**src/rtl/rat_io_ctrl.sv**
```systemverilog
// rtl/rat_io_ctrl.sv - RAT MCU port-mapped I/O controller
// Output registers with readback, registered input ports and an edge-triggered masked IRQ unit.
module rat_io_ctrl #(
   parameter int          NUM_OUT       = 4,
   parameter logic [7:0]  OUT_BASE_ID   = 8'h40,
   parameter int          NUM_IN        = 4,
   parameter logic [7:0]  IN_BASE_ID    = 8'h20,
   parameter int          NUM_IRQ       = 4,
   parameter logic [7:0]  IRQ_MASK_ID   = 8'hF0,
   parameter logic [7:0]  IRQ_STATUS_ID = 8'hF1,
   parameter logic [7:0]  IRQ_CLR_ID    = 8'hF2,
   parameter int          SYNC_STAGES   = 2
) (
   input  logic                   CLK,
   input  logic                   RESET,
   input  logic [7:0]             PORT_ID,
   input  logic [7:0]             OUT_PORT,
   input  logic                   IO_STRB,
   output logic [7:0]             IN_PORT,
   input  logic [NUM_IN*8-1:0]    IN_DATA,
   output logic [NUM_OUT*8-1:0]   OUT_DATA,
   input  logic [NUM_IRQ-1:0]     IRQ_SRC,
   output logic                   INTR
);

   function automatic bit ovl(input int a, input int na, input int b, input int nb);
      return (a < b + nb) && (b < a + na);
   endfunction

   localparam int OB = int'(OUT_BASE_ID);
   localparam int IB = int'(IN_BASE_ID);
   localparam int MI = int'(IRQ_MASK_ID);
   localparam int SI = int'(IRQ_STATUS_ID);
   localparam int CI = int'(IRQ_CLR_ID);

   localparam bit CFG_BAD =
      (NUM_OUT < 1) || (NUM_OUT > 16) || (NUM_IN < 1) || (NUM_IN > 16) ||
      (NUM_IRQ < 1) || (NUM_IRQ > 8) || (SYNC_STAGES < 2) ||
      (OB + NUM_OUT - 1 > 255) || (IB + NUM_IN - 1 > 255) ||
      ovl(OB, NUM_OUT, IB, NUM_IN) ||
      ovl(OB, NUM_OUT, MI, 1) || ovl(OB, NUM_OUT, SI, 1) || ovl(OB, NUM_OUT, CI, 1) ||
      ovl(IB, NUM_IN, MI, 1) || ovl(IB, NUM_IN, SI, 1) || ovl(IB, NUM_IN, CI, 1) ||
      (MI == SI) || (MI == CI) || (SI == CI);

   if (CFG_BAD) begin : g_cfg_err
      $error("rat_io_ctrl: invalid parameter set or overlapping port map");
   end

   logic [7:0]          out_q [NUM_OUT];
   logic [7:0]          out_d [NUM_OUT];
   logic [NUM_IN*8-1:0] in_q;
   logic [NUM_IRQ-1:0]  sync_q [SYNC_STAGES];
   logic [NUM_IRQ-1:0]  prev_q;
   logic [NUM_IRQ-1:0]  pending_q, pending_d;
   logic [NUM_IRQ-1:0]  mask_q, mask_d;
   logic [NUM_IRQ-1:0]  active, active_q;
   logic [NUM_IRQ-1:0]  rise, clr;
   logic                intr_q;
   logic [7:0]          out_off, in_off;
   logic [7:0]          rd_data;

   // Wrap-around subtract: IDs below a base land far outside the range.
   assign out_off = PORT_ID - OUT_BASE_ID;
   assign in_off  = PORT_ID - IN_BASE_ID;

   always_comb begin
      for (int i = 0; i < NUM_OUT; i++) out_d[i] = out_q[i];
      mask_d = mask_q;
      clr    = '0;
      if (IO_STRB) begin
         for (int i = 0; i < NUM_OUT; i++) begin
            if (out_off == 8'(i)) out_d[i] = OUT_PORT;
         end
         if (PORT_ID == IRQ_MASK_ID) mask_d = OUT_PORT[NUM_IRQ-1:0];
         if (PORT_ID == IRQ_CLR_ID)  clr    = OUT_PORT[NUM_IRQ-1:0];
      end
   end

   // A rise landing together with a clear keeps the bit set.
   assign rise      = sync_q[SYNC_STAGES-1] & ~prev_q;
   assign pending_d = (pending_q & ~clr) | rise;
   assign active    = pending_q & mask_q;

   always_comb begin
      rd_data = '0;
      for (int i = 0; i < NUM_IN; i++) begin
         if (in_off == 8'(i)) rd_data = in_q[8*i +: 8];
      end
      for (int i = 0; i < NUM_OUT; i++) begin
         if (out_off == 8'(i)) rd_data = out_q[i];
      end
      if (PORT_ID == IRQ_MASK_ID)   rd_data = 8'(mask_q);
      if (PORT_ID == IRQ_STATUS_ID) rd_data = 8'(pending_q);
   end

   always_ff @(posedge CLK or posedge RESET) begin
      if (RESET) begin
         for (int i = 0; i < NUM_OUT; i++) out_q[i] <= '0;
         for (int k = 0; k < SYNC_STAGES; k++) sync_q[k] <= '0;
         in_q      <= '0;
         prev_q    <= '0;
         pending_q <= '0;
         mask_q    <= '0;
         active_q  <= '0;
         intr_q    <= 1'b0;
      end else begin
         for (int i = 0; i < NUM_OUT; i++) out_q[i] <= out_d[i];
         sync_q[0] <= IRQ_SRC;
         for (int k = 1; k < SYNC_STAGES; k++) sync_q[k] <= sync_q[k-1];
         in_q      <= IN_DATA;
         prev_q    <= sync_q[SYNC_STAGES-1];
         pending_q <= pending_d;
         mask_q    <= mask_d;
         active_q  <= active;
         intr_q    <= |(active & ~active_q);
      end
   end

   for (genvar g = 0; g < NUM_OUT; g++) begin : g_out
      assign OUT_DATA[8*g +: 8] = out_q[g];
   end

   assign IN_PORT = rd_data;
   assign INTR    = intr_q;

endmodule
```
**config.mk**
```make
export PLATFORM = sky130hd
export DESIGN_NAME = rat_io_ctrl
export DESIGN_NICKNAME = d
export VERILOG_FILES = /design/src/rtl/rat_io_ctrl.sv
export SDC_FILE = /design/constraint.sdc
export NUM_CORES = 1
export LEC_CHECK = 0
export CAP_MARGIN = 20
export CORE_MARGIN = 10
export CORE_UTILIZATION = 52
export CTS_CLUSTER_DIAMETER = 40
export DETAILED_ROUTE_END_ITERATION = 7
export GPL_TIMING_DRIVEN = 1
export PLACE_DENSITY = 0.85
export SYNTH_ARGS = -nofsm -noshare
export SYNTH_HDL_FRONTEND = slang
export SYNTH_SLANG_ARGS = --single-unit
export TNS_END_PERCENT = 5
```
**constraint.sdc**
```tcl
create_clock -name CLK -period 4.35 [get_ports CLK]
set_input_delay 0.6525 -clock CLK [delete_from_list [all_inputs] [get_ports CLK]]
set_output_delay 0.6525 -clock CLK [all_outputs]
set_load 0.01 [all_outputs]
```
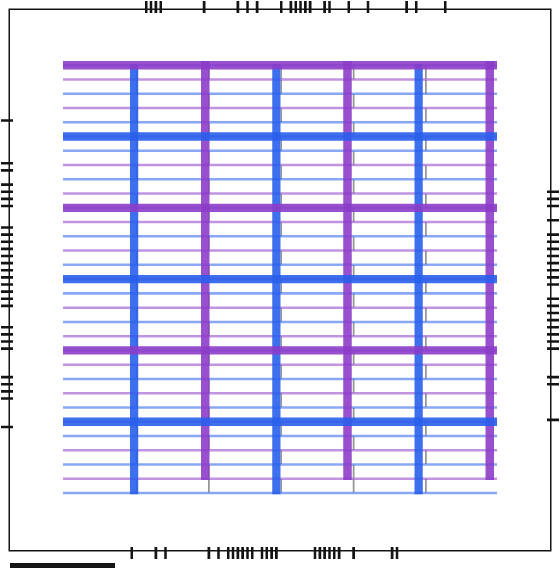
*Supply network*
Scale bar: 20 um. Pins as bars on the die edge. Tap cells in gray.
color	net
purple	VDD
blue	VSS
met4 straps	6
signal pins	96
met5 straps	6
met1 rails	31
peak ir drop on the vdd network: 0.303 mV
Die Span X: 103 um

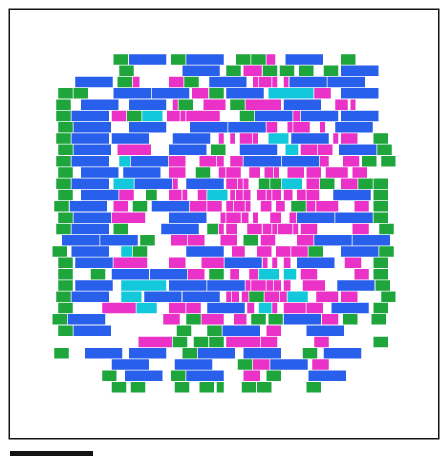
*Cells colored by class*
Scale bar: 20 um.
color	class	cells
magenta	all other logic	148
blue	flip-flops	89
green	other buffers and delay cells	99
cyan	clock drivers and dummy loads	16
utilization of the core after routing: 0.717
sequential portion of the cell area: 0.460
Core Area: 6760 um^2
Final Cell Area: 4840 um^2
Rows: 30

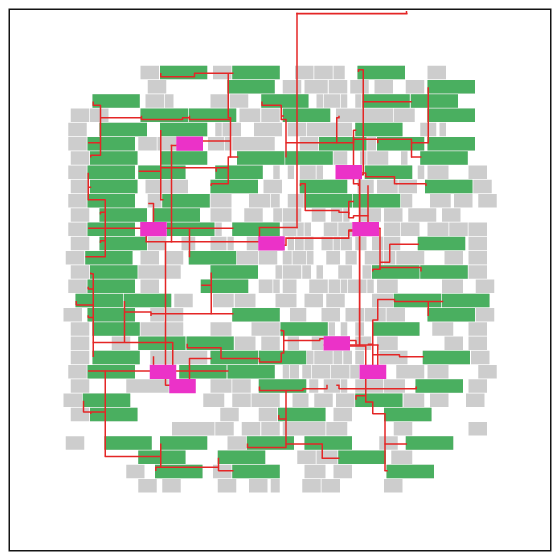
*Clock wires, drivers and flops*
[red] clock wires | length: 968 um
[green] flip-flops | count: 89
[magenta] cells driving clock nets | count: 9
flops lie	spread over the die
proportion of power drawn by the clock network: 0.369
Layout Skew: 0.0126 ns
power dissipated in the clock network: 630 uW
Insertion Delay late pin: 0.36 ns

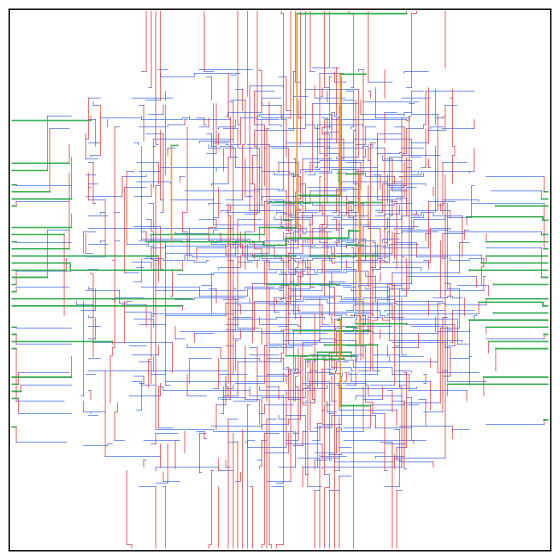
*Metal layers overlaid*
color	layer	wire length
blue	met1	3540 um
red	met2	4260 um
orange	met4	131 um
green	met3	720 um

routing by layer:
layer / track usage / vias up
met5: 0 / -
met4: 0.0684 / 0
met2: 0.276 / 97
met3: 0.0523 / 11
li1: - / 1097
met1: 0.199 / 1216
flip-flops by register name (all words and copies together), names as in the netlist:
| name | count |
|---|---|
| INTR | 1 |
| OUT_DATA | 32 |
| active_q | 4 |
| in_q | 32 |
| mask_q | 4 |
| pending_q | 4 |
| prev_q | 4 |
| sync_q | 8 |
kinds of logic after synthesis:
| kind of cell | count (synthesis) |
|---|---|
| mux | 59 |
| simple gates | 41 |
| buf+inv | 21 |
| compound gates | 33 |
| xor+xnor | 1 |
| fa+ha+maj | 1 |
| flops | 89 |
==> summary.json <==
{
  "share_of_total_power_in_combinational_logic": 0.111,
  "clock_root_buffer": "sky130_fd_sc_hd__clkbuf_8",
  "dr.max_layer_used": "met4",
  "power_leader": "registers",
  "clk_share": 0.0465,
  "fmax_ghz": 0.256,
  "logic_gate_count": 135,
  "worst_setup_hold_path_clk_slew_ns": 0.09,
  "dp.final_hpwl_um": 6330,
  "hold_violations": 0,
  "rr_endpoint": "INTR",
  "synth-xor-area-share": 0.00244,
  "dr_total_vias": 2421,
  "pwr.group.combinational_uw": 190,
  "number_of_filler_cells_placed_in_the_layout": 463,
  "min_path_type": "register to register",
  "clk_path_buf_depth": 2,
  "internal_power_mw": 1.31,
  "logic_area_um2": 1260,
  "fin_worst_hold_slack_ns": 0.354,
  "worstSetupStartpoint": "PORT_ID[5]",
  "detail_route.wl_per_cell_um": 20.0,
  "slowest_delay_ns": 0.63,
  "post_cts_resize_count": 0,
  "start_kind": "primary input",
  "synth-edff-count": 0,
  "cts_tree": "built",
  "htree_num_levels": 3,
  "dominant_register_cell_in_the_synthesized_netlist": "sky130_fd_sc_hd__dfrtp_1",
  "place.gp.congestion": 0.858,
  "crit_fanout": 9,
  "ant_nets": 0,
  "grt_start_max_net_pins": 62,
  "post_cts_buffers": 0,
  "run_status": "complete, no violations",
  "yosysChipArea_um2": 3580,
  "synth_area_um2": 3580,
  "chip_area_um2": 10600,
  "critPathKind": "primary input to output port",
  "ys_top_cells_by_area": "sky130_fd_sc_hd__dfrtp_1 (62%), sky130_fd_sc_hd__mux2_2 (9.4%), sky130_fd_sc_hd__mux4_2 (4.4%), sky130_fd_sc_hd__mux2i_1 (3.9%), sky130_fd_sc_hd__mux2_4 (3.4%)",
  "grt_usage": 0.167,
  "crit_cells": 6,
  "wirelength_um": 8650,
  "tritoncts.num_buffers": 9,
  "synth-adder-area-share": 0.00349
}
Power and IR drop assume default switching activity.
